$ cat src/rtl/out_arbiter.sv
// rtl/out_arbiter.sv - round-robin burst arbiter sharing one serial output line
//
// Purpose: grants exclusive use of the single-bit out line to one of NREQ
// requesters at a time, for at most MAX_BURST cycles per burst, with one idle
// GAP cycle between any two grants. Priority rotates to the requester after
// the one most recently released.
//
// Ports:
//   clk    in   system clock, rising edge
//   rst    in   synchronous active-low reset
//   req    in   [NREQ] level-sensitive request per requester
//   din    in   [NREQ] serial data bit per requester
//   grant  out  [NREQ] registered one-hot (or zero) grant
//   out    out  shared line, |(grant & din), combinational
//   busy   out  registered, high while granting or in the GAP cycle
module out_arbiter #(
  parameter int NREQ      = 4,
  parameter int MAX_BURST = 8
) (
  input  logic            clk,
  input  logic            rst,
  input  logic [NREQ-1:0] req,
  input  logic [NREQ-1:0] din,
  output logic [NREQ-1:0] grant,
  output logic            out,
  output logic            busy
);

  localparam int PW = $clog2(NREQ);
  localparam int CW = $clog2(MAX_BURST);

  localparam logic [1:0] S_IDLE  = 2'd0;
  localparam logic [1:0] S_GRANT = 2'd1;
  localparam logic [1:0] S_GAP   = 2'd2;

  localparam logic [PW-1:0] LAST_IDX = PW'(NREQ - 1);
  localparam logic [CW-1:0] LAST_CNT = CW'(MAX_BURST - 1);

  logic [1:0]    state;
  logic [PW-1:0] ptr;
  logic [PW-1:0] gidx;
  logic [CW-1:0] cnt;

  logic          win_found;
  logic [PW-1:0] win_idx;
  logic          release_now;

  // Rotating priority scan: first active request at or above ptr, wrapping.
  always_comb begin
    int            j;
    logic [PW-1:0] cand;
    win_found = 1'b0;
    win_idx   = '0;
    j         = 0;
    cand      = '0;
    for (int k = 0; k < NREQ; k++) begin
      j = int'(ptr) + k;
      if (j >= NREQ) begin
        j = j - NREQ;
      end
      cand = PW'(j);
      if (!win_found && req[cand]) begin
        win_found = 1'b1;
        win_idx   = cand;
      end
    end
  end

  // A dropped request and an exhausted burst release identically.
  assign release_now = (state == S_GRANT) && (!req[gidx] || (cnt == LAST_CNT));

  always_ff @(posedge clk) begin
    if (!rst) begin
      state <= S_IDLE;
      grant <= '0;
      busy  <= 1'b0;
      cnt   <= '0;
      ptr   <= '0;
      gidx  <= '0;
    end else begin
      case (state)
        S_IDLE, S_GAP: begin
          if (win_found) begin
            grant          <= '0;
            grant[win_idx] <= 1'b1;
            gidx           <= win_idx;
            cnt            <= '0;
            state          <= S_GRANT;
            busy           <= 1'b1;
          end else begin
            grant <= '0;
            state <= S_IDLE;
            busy  <= 1'b0;
          end
        end
        S_GRANT: begin
          if (release_now) begin
            grant <= '0;
            state <= S_GAP;
            busy  <= 1'b1;
            ptr   <= (gidx == LAST_IDX) ? '0 : gidx + 1'b1;
          end else begin
            cnt <= cnt + 1'b1;
          end
        end
        default: begin
          grant <= '0;
          state <= S_IDLE;
          busy  <= 1'b0;
        end
      endcase
    end
  end

  assign out = |(grant & din);

endmodule

$ cat config.mk
export PLATFORM = sky130hd
export DESIGN_NAME = out_arbiter
export DESIGN_NICKNAME = d
export VERILOG_FILES = /design/src/rtl/out_arbiter.sv
export SDC_FILE = /design/constraint.sdc
export NUM_CORES = 1
export LEC_CHECK = 0
export ABC_AREA = 0
export CAP_MARGIN = 10
export CORE_MARGIN = 3
export CORE_UTILIZATION = 47
export DETAILED_ROUTE_END_ITERATION = 12
export HOLD_SLACK_MARGIN = 0.12
export PLACE_DENSITY = 0.75
export SLEW_MARGIN = 25
export SYNTH_ARGS = -nofsm -noshare
export SYNTH_HDL_FRONTEND = slang
export SYNTH_SLANG_ARGS = --single-unit
$ cat constraint.sdc
create_clock -name clk -period 2.1 [get_ports clk]
set_input_delay 0.42 -clock clk [delete_from_list [all_inputs] [get_ports clk]]
set_output_delay 0.42 -clock clk [all_outputs]
set_load 0.005 [all_outputs]
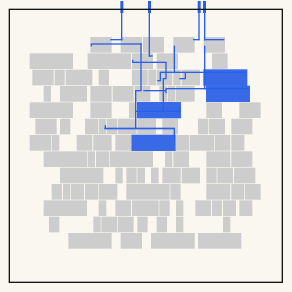
**Above:** run 1 (wires at chosen ports, followed through buffers).
(6 px per um)
blue -> `grant`  # bits 4, direction output, edge top, end cells 4, wire 136 um
IO buf count: 15
I/O pin cnt: 16

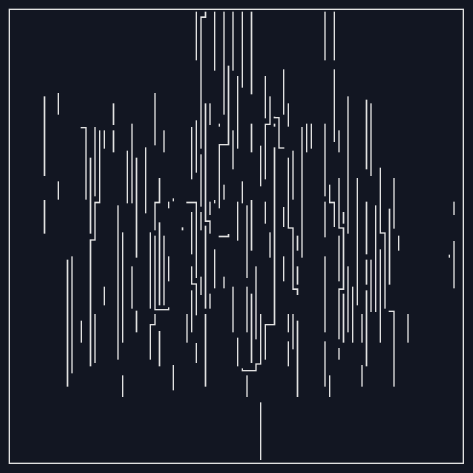
**Above:** run 1 (signal wires on met2).
(10 px per um)
longest straight run = 17.6 um
main direction = vertical
wire length on this layer = 781 um
nets with wire on the layer = 101
via count: 687
met2 usage: 30.23%
drt total wl: 1.668 mm

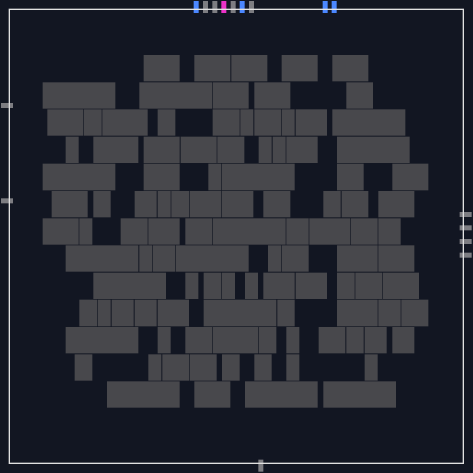
**Above:** run 1 (pin map).
(10 px per um) Pins as bars across the die edge, other pins in gray.
blue -> `grant`  # pins 4, direction output, edge top
magenta -> `out`  # pins 1, direction output, edge top
chip width: 45.26 um
Die Height: 45.26 um

-- run 1: per-stage QoR --
step	setup TNS, ns	worst slack (ns)
2_1_floorplan	0	0.4921
3_3_place_gp	0	0.02045
3_5_place_dp	-0.04157	-0.03321
4_1_cts	0	0.1231
5_1_grt	0	0.07063
6_report	0	0.1256
-- run 1: critical path: cells and delay by family --
kind                   cells  cell delay [ns]
buffers and inverters      2             0.86
AOI/OAI and AO/OA          1             0.18
and+or+nand+nor            1             0.08
-- run 1: state kept, by name, indices dropped and copies added (netlist names) --
| signal | count |
|---|---|
| ptr | 2 |
| cnt | 3 |
| gidx | 2 |
| state | 2 |
| grant | 4 |
| busy | 1 |
-- run 1: worst max path at each step --
stage / slack [ns] / startpoint / cells after the start / endpoint
global route: 0.07 / din[1] / 4 / out
detailed placement: -0.03 / req[1] / 5 / grant[3]
global placement: 0.02 / req[2] / 5 / grant[1]
finish: 0.13 / din[0] / 4 / out
CTS: 0.12 / din[0] / 4 / out
floorplan: 0.49 / req[3] / 5 / grant[1]
-- run 1: metal layers --
layer | GRT usage (%) | part of all wire, % | vias up
li1 | - | - | 354
met2 | 30.23 | 47 | 21
met1 | 25.06 | 48 | 307
met5 | 0 | 0 | -
met4 | 8.772 | 2.0 | 0
met3 | 3.586 | 3.3 | 5
-- run 1: cell type report --
type / count / area (um^2)
fill: 119 / 400.4
timing repair buffer: 22 / 215.2
inverter: 2 / 7.507
multi-input combinational: 65 / 421.7
clock buffer: 3 / 22.52
sequential: 14 / 280.3
tap: 15 / 18.77
-- run 1: cell families after synthesis --
kind of cell / count (synthesis)
compound gates: 21
fa+ha+maj: 3
buf+inv: 4
flops: 14
mux: 5
simple gates: 36
-- run 1: report_power, final --
group / switching, W / total [W] / internal, W
Clock: 0.0000829 / 0.000149 / 0.0000665
Sequential: 0.0000165 / 0.000301 / 0.000285
Combinational: 0.0000724 / 0.000163 / 0.0000907
-- run 1: synthesized netlist by cell type --
cell type	count	share of area, %
or2_1	1	0.86
o31a_1	1	1.2
o311ai_0	1	1.2
or4_4	1	1.6
and2b_1	1	1.0
nor2_1	4	2.1
a21o_1	1	1.0
o21a_1	1	1.0
a211oi_1	1	1.0
clkbuf_1	1	0.52
nor3b_1	1	1.0
mux2_2	2	3.1
o21ai_0	2	1.4
buf_6	1	1.6
mux2i_1	3	4.1
dfxtp_1	14	39
a221oi_1	1	1.2
a22oi_1	2	2.1
a21oi_1	5	3.5
o32ai_1	4	4.8
nor3_1	2	1.4
nand2b_1	4	3.5
a22o_1	1	1.2
nor4_1	1	0.86
nand2_1	13	6.7
o31ai_1	1	1.0
inv_1	2	1.0
ha_1	3	5.2
nor2b_1	3	2.6
nand3_1	5	3.5
==> results.sh, run 1 <==
# yosys + openroad results
export IMPL_maxCapViolCount=0
export IMPL_whs_ns=0.4757
export IMPL_worstPathRequired_ns=1.68
export IMPL_worstPathCellList="clkdlybuf4s50_1, a22oi_1, nand2_1, clkdlybuf4s50_1"
export IMPL_synth_cell_types=30
export IMPL_cp_slowest_cell="clkdlybuf4s50_1"
export IMPL_cts_inserted_buffers=3
export IMPL_cts_hold_buf=0
export IMPL_yosys_stat_area_um2=724.4
export IMPL_ys_sh_simple_pct=25.04
export IMPL_ys_seq_share_pct=38.69
export IMPL_ys_sh_xor_pct=0
export IMPL_r2r_end="cnt[0]"
export IMPL_cts_resized=0
export IMPL_track_usage_pct=19.15
export IMPL_syn_avg_cell_area_um2=8.728
export IMPL_status="complete, no violations"
export IMPL_r2r_start="cnt[0]"
export IMPL_root_buffer="clkbuf_4"
export IMPL_p_total_w=0.0006140
export IMPL_topCombFamilyByArea="simple AND/OR/NAND/NOR gates"
export IMPL_final_nets=121
export IMPL_power_density_nw_per_um2=635.6
export IMPL_yosys_warnings=0
export IMPL_final_antenna_net_count=0
export IMPL_p_leak_nw=0.4021
export IMPL_finalMaxSlewViolations=0
export IMPL_ys_ff=14
export IMPL_hp_start="cnt[1]"
export IMPL_r2r_slack_ns=0.57
export IMPL_crit_type="in2out"
export IMPL_gp_congestion=0.8414
export IMPL_ir_drop_mv=0.3969
export IMPL_cts_tree="yes"
export IMPL_synth_nets=96
export IMPL_htree_levels=1
export IMPL_clk_pin_slew_ns=0.08
export IMPL_num_rows=13
export IMPL_warnings=26
--- run 2 (diff from run 1) ---
CTS_CLUSTER_DIAMETER = 40   (was not set)
clock period = 1.95 ns   (was 2.1 ns; I/O delays follow)
==> results.sh, run 2 <==
# yosys + openroad results
export IMPL_p_int_w=0.0005240
export IMPL_warnings=26
export IMPL_yosys_stat_area_um2=724.4
export IMPL_cts_resized=0
export IMPL_finalMaxSlewViolations=0
export IMPL_status="complete, no violations"
export IMPL_regArea_um2=280.3
export IMPL_cts_tree="yes"
export IMPL_track_usage_pct=18.46
export IMPL_nFillCells=111
export IMPL_p_clk_share_pct=29.6
export IMPL_yosysTopAreaCell="dfxtp_1"
export IMPL_synth_edff_count=0
export IMPL_p_sw_w=0.0001954
export IMPL_final_antenna_net_count=0
export IMPL_root_buffer="clkbuf_4"
export IMPL_num_rows=13
export IMPL_worstPathCellList="clkdlybuf4s50_1, and2b_1, o21a_1, or4_4, o32ai_1"
export IMPL_cp_top_family="simple AND/OR/NAND/NOR gates"
export IMPL_largest_reg_flops=4
export IMPL_worstPathRequired_ns=2.14
export IMPL_final_nets=124
[run 2: logic make-up (layout without fill, tap and decap cells)]
family,Yosys count,in the layout,synth area share (%)
simple gates,36,36,25.04
fa+ha+maj,3,3,5.182
flops,14,14,38.69
compound gates,21,21,20.73
mux,5,5,7.254
buf+inv,4,31,3.109
[run 2: through the flow]
step,worst slack [ns],cell area (um^2),cells,setup TNS (ns),hold slack (ns)
after global routing,0.03887,1005,125,0,0.5175
after CTS,0.06594,1002,125,0,0.4911
after global placement,-0.1192,965.9,121,-0.3861,0.4616
final,0.08606,1005,125,0,0.4871
after detailed placement,-0.1754,965.9,121,-0.6853,0.4769
after floorplan,0.3721,724.4,83,0,0.4526
[run 2: power groups by stage]
stage	logic [W]	clock network, W	registers [W]
global placement	0.000179	0	0.000331
detailed placement	0.000182	0	0.000331
CTS	0.000183	0.000219	0.000324
global route	0.000200	0.000225	0.000328
floorplan	0.0000921	0	0.000328
finish	0.000182	0.000213	0.000324
[run 2: path summary, 6_finish.rpt]
check	start	to	slack [ns]	cells past startpoint
setup reg to reg	cnt[0]	cnt[0]	0.43	7
setup / recovery	req[3]	grant[3]	0.09	5
hold / removal	cnt[1]	cnt[1]	0.49	2
hold reg to reg	cnt[1]	cnt[1]	0.49	2
[run 2: cell type report]
class	instances	area share [%]
multi-input cells	65	41.97
flip-flops and latches	14	27.90
repair buffers	25	23.91
clock buffers	4	3.611
well taps	15	1.868
inverters	2	0.7472
[run 2: layer usage]
layer	routed length, um	track usage [%]
met1	817	21.79
met2	818	30.79
met3	54	3.187
met4	22	11.11
met5	0	0
[run 2: tightest hold or removal path, delay by kind of cell, from the launching register on]
kind             cells  cell delay (ns)
DFF                  1             0.32
muxes                1             0.06
and+or+nand+nor      1             0.06
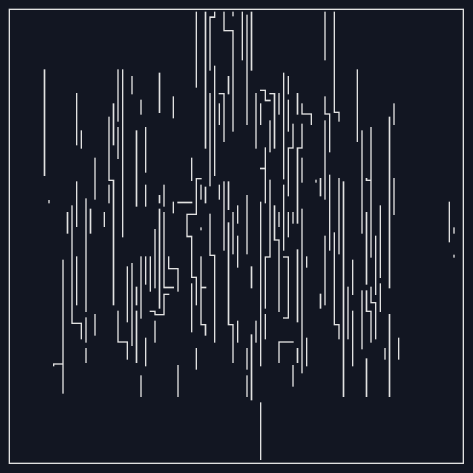
**Above:** run 2 (signal wires on met2).
(10 px per um)
drt total wl: 1.712 mm
via count: 723

--- run 3 (diff from run 2) ---
ABC_AREA = 1   (was 0)
CORE_ASPECT_RATIO = 1.1   (was not set)
CORE_UTILIZATION = 50   (was 47)
PLACE_DENSITY = 0.76   (was 0.75)
clock period = 1.93 ns   (was 1.95 ns; I/O delays follow)
==> results.sh, run 3 <==
# yosys + openroad results
export IMPL_dr_wl_met3_um=80
export IMPL_crit_type="in2out"
export IMPL_relSlewSlack_pct=79.22
export IMPL_cp_top_family="buffers and inverters"
export IMPL_layout_cells_non_filler=176
export IMPL_cts_resized=0
export IMPL_via_count=940
export IMPL_track_usage_pct=19.47
export IMPL_final_nets=173
export IMPL_finalWirelength_mm=1.975
export IMPL_wirelength_met1_um=927
export IMPL_largest_reg_flops=4
export IMPL_warnings=26
export IMPL_finalMaxSlewViolations=0
export IMPL_num_rows=15
export IMPL_yosys_stat_area_um2=944.7
export IMPL_path_depth=4
export IMPL_root_buffer="clkbuf_4"
export IMPL_holdPathStages=2
export IMPL_synth_edff_count=0
export IMPL_yosysTopAreaCell="dfxtp_1"
export IMPL_status="complete, no violations"
export IMPL_dp_cells=172
export IMPL_r2r_cells=11
-- run 3: netlist changes by cell type in the layout (fill, tap and decap cells not counted), moves of 6 or more --
cell     previous run  this run
nand2_1            13        37
inv_1               2        13
a21oi_1             5        15
nand2_2             0        10
nand3_1             5        14
buf_4               9         3
o21ai_0             2         8
-- run 3: cell families (layout without fill, tap and decap cells) --
logic type      count (synthesis)  in the layout  synth area share (%)
simple gates                   78             78                 43.97
compound gates                 24             24                 12.85
buf+inv                        20             40                 9.536
fa+ha+maj                       3              3                 3.974
flops                          14             14                 29.67
-- run 3: worst paths after layout --
kind	end	startpoint	slack (ns)
max	out	din[2]	0.07
max reg2reg	gidx[0]	ptr[0]	0.29
min	cnt[0]	cnt[0]	0.47
min reg2reg	cnt[0]	cnt[0]	0.47
-- run 3: metal layers --
metal	global-route usage, %	up-vias
li1	-	494
met1	25.53	422
met2	29.91	19
met3	5.536	5
met4	6.452	0
met5	0	-
-- run 3: worst min-delay path, cell delays in order (launching register included) --
cell and delay (ns):
dfxtp_1 0.33, inv_1 0.05, a21oi_1 0.05
-- run 3: through the flow --
step / TNS [ns] / hold WS (ns) / total power [W] / worst slack (ns) / instance area [um^2]
3_3_place_gp: -0.02802 / 0.4554 / 0.001491 / -0.02802 / 1116
6_report: 0 / 0.4664 / 0.001727 / 0.07093 / 1152
5_1_grt: 0 / 0.5010 / 0.001898 / 0.03954 / 1152
3_5_place_dp: -0.07628 / 0.4582 / 0.001519 / -0.01960 / 1116
2_1_floorplan: 0 / 0.4382 / 0.001258 / 0.5404 / 944.7
4_1_cts: 0 / 0.4712 / 0.001736 / 0.06046 / 1152
-- run 3: final cells by class --
class	instances	area [um^2]
multi-input combinational	105	574.3
clock buffer	4	36.28
timing repair buffer	18	172.7
sequential	14	280.3
fill	159	518.0
inverter	18	67.56
tap	17	21.27
-- run 3: report_power, final --
part	internal [W]	total, W	switching, W
registers	0.000381	0.000456	0.0000750
clock network	0.000115	0.000210	0.0000949
logic	0.000422	0.00106	0.000639
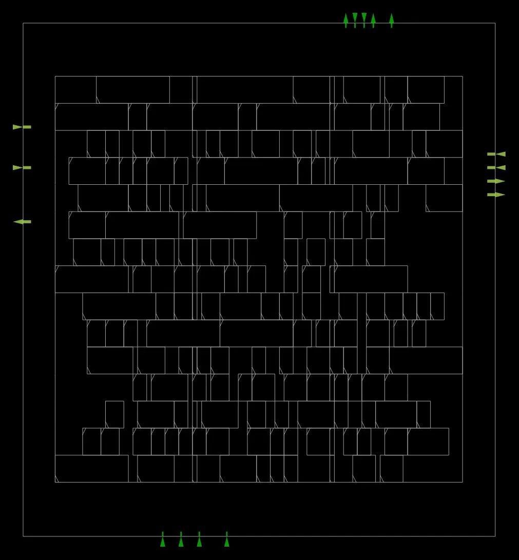
**Above:** run 3 (cell placement).
Filler Cells Inserted: 159
fraction of area in registers: 24.32%
core area: 1670 um^2


==> layout pictures side by side <==
Routed metal, one color a layer.
(6 px per um) Two of the layers only.
(a)
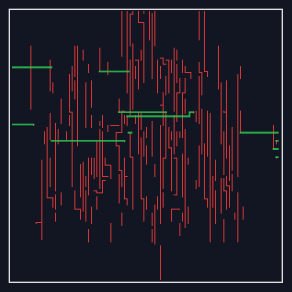
(b)
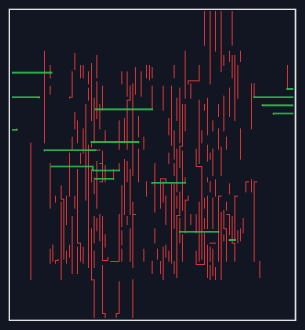
The one with the most wire is (b).
| picture | from |
|---|---|
| (a) | run 2 |
| (b) | run 3 |

Power figures rest on the tool's default switching activity, not on a simulated workload.
